==> src/rtl/pipelined_barrel_shifter.sv <==
// pipelined_barrel_shifter: one register stage per shift-amount bit, valid/ready on both sides.
// Rotate-left (mode 11) is only built when BSH_ROTATE_EN is defined; otherwise mode 11 shifts left.
module pipelined_barrel_shifter #(
    parameter int WIDTH = 8
) (
    input  logic                     clk,
    input  logic                     rst,
    input  logic                     in_valid,
    output logic                     in_ready,
    input  logic [WIDTH-1:0]         in_data,
    input  logic [$clog2(WIDTH)-1:0] in_shamt,
    input  logic [1:0]               in_mode,
    output logic                     out_valid,
    input  logic                     out_ready,
    output logic [WIDTH-1:0]         out_data,
    output logic [1:0]               out_mode
);
    localparam int SHW = $clog2(WIDTH);

    logic             stage_valid [SHW];
    logic [WIDTH-1:0] stage_data  [SHW];
    logic [1:0]       stage_mode  [SHW];
    logic             adv;

    // A single enable moves or freezes the whole pipe, so bubbles keep their slots.
    assign adv      = ~stage_valid[SHW-1] | out_ready;
    assign in_ready = adv;

    for (genvar k = 0; k < SHW; k++) begin : g_stage
        localparam int STEP = 1 << k;

        logic             prev_valid;
        logic [WIDTH-1:0] prev_data;
        logic [1:0]       prev_mode;
        logic             shift_en;
        logic [WIDTH-1:0] shifted;
        logic             valid_q;
        logic [WIDTH-1:0] data_q;
        logic [1:0]       mode_q;

        if (k == 0) begin : g_src
            assign prev_valid = in_valid;
            assign prev_data  = in_data;
            assign prev_mode  = in_mode;
            assign shift_en   = in_shamt[0];
        end else begin : g_src
            assign prev_valid = stage_valid[k-1];
            assign prev_data  = stage_data[k-1];
            assign prev_mode  = stage_mode[k-1];
            assign shift_en   = g_stage[k-1].g_rem.rem_q[0];
        end

        // Shift-amount bits not yet consumed travel alongside the data; the last stage needs none.
        if (k < SHW - 1) begin : g_rem
            logic [SHW-2-k:0] rem_q;
            logic [SHW-2-k:0] rem_next;

            if (k == 0) begin : g_from_in
                assign rem_next = in_shamt[SHW-1:1];
            end else begin : g_from_prev
                assign rem_next = g_stage[k-1].g_rem.rem_q[SHW-1-k:1];
            end

            always_ff @(posedge clk) begin
                if (rst) begin
                    rem_q <= '0;
                end else if (adv) begin
                    rem_q <= rem_next;
                end
            end
        end

        always_comb begin
            shifted = prev_data << STEP;
            case (prev_mode)
                2'b01:   shifted = prev_data >> STEP;
                2'b10:   shifted = $signed(prev_data) >>> STEP;
`ifdef BSH_ROTATE_EN
                2'b11:   shifted = (prev_data << STEP) | (prev_data >> (WIDTH - STEP));
`endif
                default: shifted = prev_data << STEP;
            endcase
        end

        always_ff @(posedge clk) begin
            if (rst) begin
                valid_q <= 1'b0;
                data_q  <= '0;
                mode_q  <= 2'b00;
            end else if (adv) begin
                valid_q <= prev_valid;
                data_q  <= shift_en ? shifted : prev_data;
                mode_q  <= prev_mode;
            end
        end

        assign stage_valid[k] = valid_q;
        assign stage_data[k]  = data_q;
        assign stage_mode[k]  = mode_q;
    end

    assign out_valid = stage_valid[SHW-1];
    assign out_data  = stage_data[SHW-1];
    assign out_mode  = stage_mode[SHW-1];

endmodule
==> config.mk <==
export PLATFORM = sky130hd
export DESIGN_NAME = pipelined_barrel_shifter
export DESIGN_NICKNAME = d
export VERILOG_FILES = /design/src/rtl/pipelined_barrel_shifter.sv
export SDC_FILE = /design/constraint.sdc
export NUM_CORES = 1
export LEC_CHECK = 0
export CORE_ASPECT_RATIO = 1.1
export CORE_UTILIZATION = 43
export DETAILED_ROUTE_END_ITERATION = 8
export PLACE_DENSITY = 0.66
export REMOVE_ABC_BUFFERS = 1
export SYNTH_ARGS = -nofsm -noshare
export SYNTH_HDL_FRONTEND = slang
export SYNTH_SLANG_ARGS = --single-unit
==> constraint.sdc <==
create_clock -name clk -period 3.9 [get_ports clk]
set_input_delay 0.585 -clock clk [delete_from_list [all_inputs] [get_ports clk]]
set_output_delay 0.585 -clock clk [all_outputs]
set_load 0.01 [all_outputs]
final_clocks.png
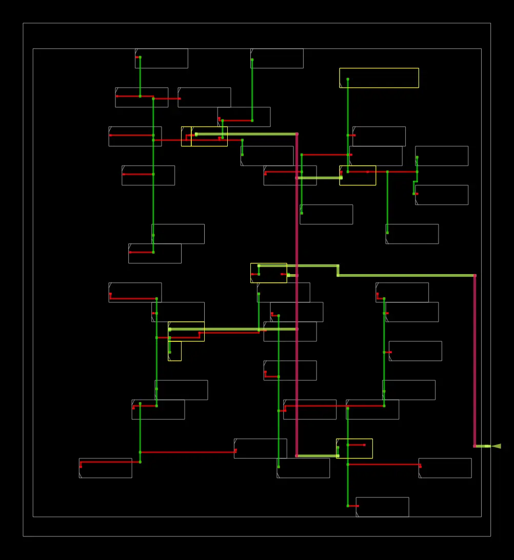
Num CTS Buffers: 5
layout sequential cell count: 36

met3.png
Drawn at 6 px/um.
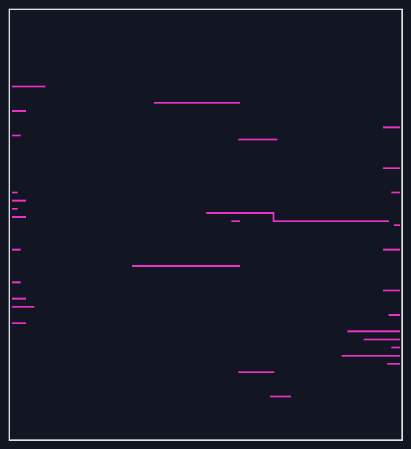
nets with wire on the layer = 26
main direction = horizontal
wire length on this layer = 144 um
share of all routed wire = 3.7%

drive_strength.png
Drawn at 6 px/um.
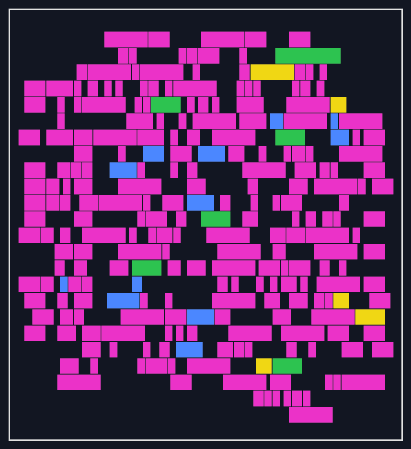
blue -> drive 2  # cells 12, share 4.8%, most used o31ai_2
green -> drive 6 and up  # cells 6, share 2.4%, most used clkbuf_8
magenta -> drive 1 or less  # cells 225, share 91%, most used nand2_1
yellow -> drive 3 to 4  # cells 5, share 2.0%, most used buf_4

==> run notes <==
Implementation run completed; key figures follow.

Setup path:
- The run gives the most common cell type on the critical path as sky130_fd_sc_hd__clkdlybuf4s50_1.
- The worst setup path is captured at a primary output.
- The run puts the largest incremental delay on the critical path at 0.53 ns.
- The run gives the maximum fanout encountered on the critical timing path as 2.
- The run puts the total stage count of the critical path at 4.

Logic synthesis:
- The run gives the synthesized chip area reported by yosys as ~1900 um^2.
- The run gives the post-synthesis xor/xnor area fraction as 0.
- The run puts the synthesized-area fraction occupied by ao, oa, aoi and oai cells at 0.269.
- The run gives the number of standard cells after synthesis as roughly 230.
- After synthesis, the cell types taking the most area are sky130_fd_sc_hd__dfxtp_1, sky130_fd_sc_hd__nand2_1, sky130_fd_sc_hd__a21oi_1.
- The run puts the number of standard cells reported by yosys at approximately 230.
- Summing every instance area after synthesis gives 1890 um^2.
- The run gives the dominant register cell in the synthesized netlist as sky130_fd_sc_hd__dfxtp_1.

Layout:
- The run gives the number of flip-flops under the largest register name as 16.
- The library cell used most frequently in the layout, excluding fill and tap cells, is sky130_fd_sc_hd__nand2_1.
- The run puts the share of layout cells above drive strength 1 at 0.0927.
- For this run, the number of standard cells in the final layout without fillers is approximately 300.
- The run puts the layout-stage area growth over the synthesis result at 19.1%.
- The run gives the flip-flop and latch area as approximately 720 um^2.
- Counting the clock-network buffers in the layout gives 6.
- The final report gives the core utilization as 0.552.
- The run puts the sequential portion of the cell area at 0.320.
- The run puts the share of cell area taken by multi-input logic gates at 0.448.
- The run puts the number of filler cells placed in the layout at 425.

Clocking:
- The run puts the total of cells resized after clock tree synthesis at 0.
- The run puts the number of H-tree levels at 2.

Run status:
- The flow ran to the end, and the final reports show no timing, DRC or antenna violations.

Route:
- The run puts the amount of wire on met2 after detailed routing at between 1500 and 2000 um.
- The run gives the routed via count as roughly 1,600.
- The run puts the routed length per placed instance at between 10 and 15 um.
- Routed signal wires occupy layers up through met4.

Power:
- The run puts the net switching power of the design at between 200 and 250 uW.
- The run gives the group drawing the most power as sequential cells.
- The run gives the switching power share of the total as 0.251.

Final timing:
- The run gives the setup skew after layout as 0.00528 ns.
- The run puts the post-route fraction of the period consumed by the critical path at 0.600.
- Per the final report, max-transition violations number 0.
- The clock period could shrink to 2.34 ns.
- The run gives the final hold violation count as 0.
- The run gives the transition at the pin with the smallest max-transition slack as between 0.5 and 0.6 ns.

Global routing:
- The run puts the routing usage on met1 at 0.199.
- The run gives the global-route track usage on met2 as 0.329.
- The run puts the global-route wire length before repair at approximately 6600 um.

Hold path:
- The run gives the start point of the worst hold path as g_stage[1].valid_q.

Run:
- Per the run summary, max-cap violations total 0.

Die:
- In this run the horizontal extent of the chip is approximately 65 um.
- The run puts the number of standard-cell rows in the floorplan at 24.
- The run gives the overall die height as around 72 um.
Power figures rest on the tool's default switching activity, not on a simulated workload.
